**src/rtl/pip_reg_ctrl_pkg.sv**
```systemverilog
// Shared definitions for the elastic pipeline register: width helper for the
// occupancy counter.
package pip_reg_ctrl_pkg;

    // Bits needed to hold 0..depth inclusive.
    function automatic int cnt_w(input int depth);
        return $clog2(depth + 1);
    endfunction

endpackage

```
**src/rtl/pip_reg_ctrl_if.sv**
```systemverilog
// Handshake bundle for pip_reg_ctrl: upstream valid/ready, downstream valid/ready,
// synchronous flush and occupancy count.
interface pip_reg_ctrl_if #(
    parameter int WIDTH = 32,
    parameter int DEPTH = 1
);
    // A beat moves on a side only in a cycle where valid and ready are both high
    // at the clock edge; valid must not wait for ready, and ready may depend
    // combinationally on the far side's ready (out_ready -> in_ready).
    logic                                       flush;
    logic                                       in_valid;
    logic                                       in_ready;
    logic [WIDTH-1:0]                           in;
    logic                                       out_valid;
    logic                                       out_ready;
    logic [WIDTH-1:0]                           out;
    logic [pip_reg_ctrl_pkg::cnt_w(DEPTH)-1:0]  count;

    modport master (
        output flush, in_valid, in, out_ready,
        input  in_ready, out_valid, out, count
    );

    modport slave (
        input  flush, in_valid, in, out_ready,
        output in_ready, out_valid, out, count
    );

endinterface

```
**src/rtl/pip_reg_stage.sv**
```systemverilog
// One stage of the elastic pipeline: a data word plus its valid bit, loading from
// its source whenever the stage is allowed to advance.
module pip_reg_stage #(
    parameter int               WIDTH     = 32,
    parameter logic [WIDTH-1:0] RESET_VAL = '0
) (
    input  logic             clk,
    input  logic             rst,
    input  logic             flush,
    input  logic             adv,
    input  logic             src_valid,
    input  logic [WIDTH-1:0] src_data,
    output logic             valid,
    output logic [WIDTH-1:0] data
);

    always_ff @(posedge clk or posedge rst) begin
        if (rst) begin
            valid <= 1'b0;
            data  <= RESET_VAL;
        end else begin
            if (flush) begin
                valid <= 1'b0;
            end else if (adv) begin
                valid <= src_valid;
            end
            // Data only moves with a real item, and a flush leaves it untouched.
            if (adv && src_valid && !flush) begin
                data <= src_data;
            end
        end
    end

endmodule

```
**src/rtl/pip_reg_ctrl.sv**
```systemverilog
// Elastic pipeline register: DEPTH stages with bubble collapsing, stall via
// out_ready and kill via flush.
module pip_reg_ctrl
    import pip_reg_ctrl_pkg::*;
#(
    parameter int               WIDTH     = 32,
    parameter int               DEPTH     = 1,
    parameter logic [WIDTH-1:0] RESET_VAL = '0
) (
    input logic           clk,
    input logic           rst,
    pip_reg_ctrl_if.slave bus
);

    localparam int CNT_W = cnt_w(DEPTH);

    logic [DEPTH-1:0] valid;
    logic [DEPTH-1:0] adv;
    logic [DEPTH-1:0] src_valid;
    logic [WIDTH-1:0] data     [DEPTH];
    logic [WIDTH-1:0] src_data [DEPTH];
    logic             adv_acc;
    logic [CNT_W-1:0] cnt;

    // A stage may advance if downstream drains or any stage at or after it is empty.
    always_comb begin
        adv_acc = bus.out_ready;
        adv     = '0;
        for (int i = DEPTH - 1; i >= 0; i--) begin
            adv_acc = adv_acc | !valid[i];
            adv[i]  = adv_acc;
        end
    end

    always_comb begin
        cnt = '0;
        for (int i = 0; i < DEPTH; i++) begin
            cnt = cnt + CNT_W'(valid[i]);
        end
    end

    for (genvar i = 0; i < DEPTH; i++) begin : g_stage
        if (i == 0) begin : g_head
            assign src_valid[i] = bus.in_valid & bus.in_ready;
            assign src_data[i]  = bus.in;
        end else begin : g_body
            assign src_valid[i] = valid[i-1];
            assign src_data[i]  = data[i-1];
        end

        pip_reg_stage #(
            .WIDTH     (WIDTH),
            .RESET_VAL (RESET_VAL)
        ) u_stage (
            .clk       (clk),
            .rst       (rst),
            .flush     (bus.flush),
            .adv       (adv[i]),
            .src_valid (src_valid[i]),
            .src_data  (src_data[i]),
            .valid     (valid[i]),
            .data      (data[i])
        );
    end

    assign bus.in_ready  = adv[0] & !bus.flush;
    assign bus.out_valid = valid[DEPTH-1];
    assign bus.out       = data[DEPTH-1];
    assign bus.count     = cnt;

endmodule

```
**src/flat_wrapper.sv**
```systemverilog
// flat-port wrapper written by rule: the top's interface ports become plain ports
module pip_reg_ctrl_flat import pip_reg_ctrl_pkg::*;
#(
    parameter int               WIDTH     = 32,
    parameter int               DEPTH     = 1,
    parameter logic [WIDTH-1:0] RESET_VAL = '0
)
  (clk, rst, bus_flush, bus_in_valid, bus_in, bus_out_ready, bus_in_ready, bus_out_valid, bus_out, bus_count);
  pip_reg_ctrl_if #(.WIDTH(WIDTH), .DEPTH(DEPTH)) bus_i ();
  input logic clk;
  input logic rst;
  input wire logic [$bits(bus_i.flush)-1:0] bus_flush;
  input wire logic [$bits(bus_i.in_valid)-1:0] bus_in_valid;
  input wire logic [$bits(bus_i.in)-1:0] bus_in;
  input wire logic [$bits(bus_i.out_ready)-1:0] bus_out_ready;
  output wire logic [$bits(bus_i.in_ready)-1:0] bus_in_ready;
  output wire logic [$bits(bus_i.out_valid)-1:0] bus_out_valid;
  output wire logic [$bits(bus_i.out)-1:0] bus_out;
  output wire logic [$bits(bus_i.count)-1:0] bus_count;
  assign bus_i.flush = bus_flush;
  assign bus_i.in_valid = bus_in_valid;
  assign bus_i.in = bus_in;
  assign bus_i.out_ready = bus_out_ready;
  assign bus_in_ready = bus_i.in_ready;
  assign bus_out_valid = bus_i.out_valid;
  assign bus_out = bus_i.out;
  assign bus_count = bus_i.count;
  pip_reg_ctrl #(.WIDTH(WIDTH), .DEPTH(DEPTH), .RESET_VAL(RESET_VAL)) u_core (.clk(clk), .rst(rst), .bus(bus_i));
endmodule
```
**config.mk**
```make
export PLATFORM = sky130hd
export DESIGN_NAME = pip_reg_ctrl_flat
export DESIGN_NICKNAME = d
export VERILOG_FILES = /design/src/rtl/pip_reg_ctrl_pkg.sv /design/src/rtl/pip_reg_ctrl_if.sv /design/src/rtl/pip_reg_stage.sv /design/src/rtl/pip_reg_ctrl.sv /design/src/flat_wrapper.sv
export SDC_FILE = /design/constraint.sdc
export NUM_CORES = 1
export LEC_CHECK = 0
export ABC_AREA = 1
export CORE_ASPECT_RATIO = 1.75
export CORE_MARGIN = 2
export CORE_UTILIZATION = 39
export DETAILED_ROUTE_END_ITERATION = 6
export PLACE_DENSITY = 0.79
export REMOVE_ABC_BUFFERS = 1
export SYNTH_ARGS = -nofsm -noshare
export SYNTH_HDL_FRONTEND = slang
export SYNTH_SLANG_ARGS = --single-unit
```
**constraint.sdc**
```tcl
create_clock -name clk -period 1.5 [get_ports clk]
set_input_delay 0.45 -clock clk [delete_from_list [all_inputs] [get_ports clk]]
set_output_delay 0.45 -clock clk [all_outputs]
set_load 0.02 [all_outputs]
```
==> images/metal_density.png <==
10 x 17 tiles, from dark blue (low) to red (high), scaled to the fullest tile. Values are wire area over tile area, all layers added.
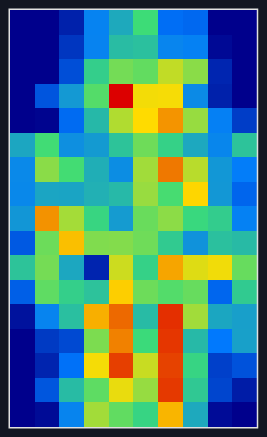
densest ninth of the die: south
emptiest ninth of the die: north-west
nearly empty tiles: 12%
fullest tile: 0.38
mean over tiles: 0.15
tiles over half the peak: 36%

==> images/clocks.png <==
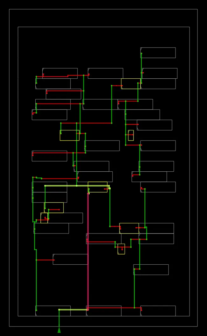
Seq cells: 33
Clock Skews: 5.280 ps
CTS Buf Count: 5
clk pwr: 0.632 mW

==> results.yml <==
# physical design summary
yosys:
  synth.top_cells.by_area: "dfrtp_1, nand2_1, nand4_1, buf_2, buf_6"
  yosysTopAreaCell: "dfrtp_1"
  netlist_area_um2: 1410
  synth-async-reset-ratio_pct: 100.0
  synthDominantCellAreaShare_pct: 58.56
  synth-seq-cells: 33
  synthTopLogicFamily: "simple AND/OR/NAND/NOR gates"
  ys_seq_share_pct: 58.56
  synthAdderAreaFrac_pct: 0
  synth_cell_types: 12
  syn_area_per_cell_um2: 9.401
  synth_top_flop_cell: "dfrtp_1"
  synth-simple-area-share_pct: 33.27
  yosys_warnings: 0
  yosysChipArea_um2: 1410
  yosysMostFrequentCell: "nand2_1"
  edf_count: 0
  ys_cells: 150
  synthXorXnorAreaFrac_pct: 0
cts:
  h-tree-depth: 2
  cts_sinks: 33
  clk_pin_slew_ps: 70
  post-cts-setup-buffers: 0
  cts_tree: "yes"
  cts_buffer_depth: 2
  cts_root_buf: "clkbuf_8"
  ctsHoldBuffers: 0
  cts_resized: 48
timing:
  hold_violations: 0
  finalCriticalPeriod_ps: 1450
  tightest_slew_ps: 311.4
  fmax_mhz: 689.9
  timing.hold.ws_ps: 461.0
  slew_headroom_pct: 79.24
  drv_slew: 0
  rsz0062_at_grt: "false"
  fin_ws_ps: 50.45
  setup-tns-final_ps: 0
  setup_viol: 0
global_routing:
  grt_pass1_vias: 1364
  grt_use_total_pct: 20.73
  overflow: 0
  grt_max_degree: 25
  met2_usage_pct: 34.77
  use_met3_pct: 3.226
  grtUsageMet1_pct: 23.10
  grt_pass1_wl_mm: 6.430
  top_usage_layer: "met2"
routing:
  top_layer: "met4"
  avgViaCountPerCell: 5.000
  drt-pass1-iter-count: 4
  ant_nets: 0
  drc: 0
  wl_met1_mm: 1.477
  wl_per_cell_um: 14.43
  drt-total-wl_mm: 3.924
  drt_iter0_drc: 19
floorplanning:
  core_um2: 3433
  dieHeight_um: 83.55
  tap_cells: 45
  die_x_um: 49.46
  fp_util_pct: 41.07
  ios: 72
  die-area_um2: 4132
pwr:
  power_frac_seq_pct: 44.7
  top_power_group: "sequential cells"
  p_seq_mw: 1.08
  p_int_mw: 1.650
  p_clk_share_pct: 26.0
  comb_power_share_pct: 29.3
  comb-power_mw: 0.711
  leakagePower_nw: 1.187
  p_sw_share_pct: 32.02
  power_switching_mw: 0.7772
  vdd_ir_drop_max_uv: 779.3
place:
  placed_cells: 264
  place_worst_setup_slack_ps: -685.9
  dpl_cell_area_um2: 2223
  gp_congestion: 0.8011
  port_buffers: 71
finish:
  clock_area_share_pct: 3.663
  largest_register_ff_count: 32
  nClkBuffers: 6
  final_cells: 272
  nFillCells: 306
  insertedDiodeCount: 0
  drive_above_1_share_pct: 11.89
  largest_class: "registers"
  ff_latch_area_um2: 825.8
  reg_top3: "u_core.g_stage.u_stage.data (32), u_core.g_stage.u_stage.valid (1)"
  nMultiInputCombCells: 100
  largest_register: "u_core.g_stage.u_stage.data"
  nonClkBufAreaFrac_pct: 35.29
  nonClockInverterCount: 3
  comb_share_pct: 21.42
  syn_to_final_growth_pct: 59.89
  mostFrequentLayoutCells: "nand2_1, dlygate4sd2_1, clkdlybuf4s50_1"
  utilization_pct: 65.67
  final_area_um2: 2255
  signal_buffers: 83
  seq_share_pct: 36.63
critical_path:
  crit_path_end: "bus_out[28]"
  worstSetupPathType: "reg2out"
  worstPathArrival_ps: 1000
  crit_path_max_fanout: 2
  crit_buf_inv: 1
  cpMaxStageDelayCell: "dfrtp_1"
  critPathRequiredTime_ps: 1050
  r2r_cells: 6
  startpoint_type: "flip-flop"
  end_kind: "primary output"
  max_stage_delay_ps: 400
  cpLargestDelayFamily: "flip-flops"
  r2r-start: "u_core.g_stage[0].u_stage.valid"
  path_depth: 1
flow_run:
  maxCapViolCount: 0
  warnings: 25
run_status:
  outcome: "finished clean"
min_path:
  hold_path_class: "in2async"
Power is estimated from default activity; no workload was simulated.
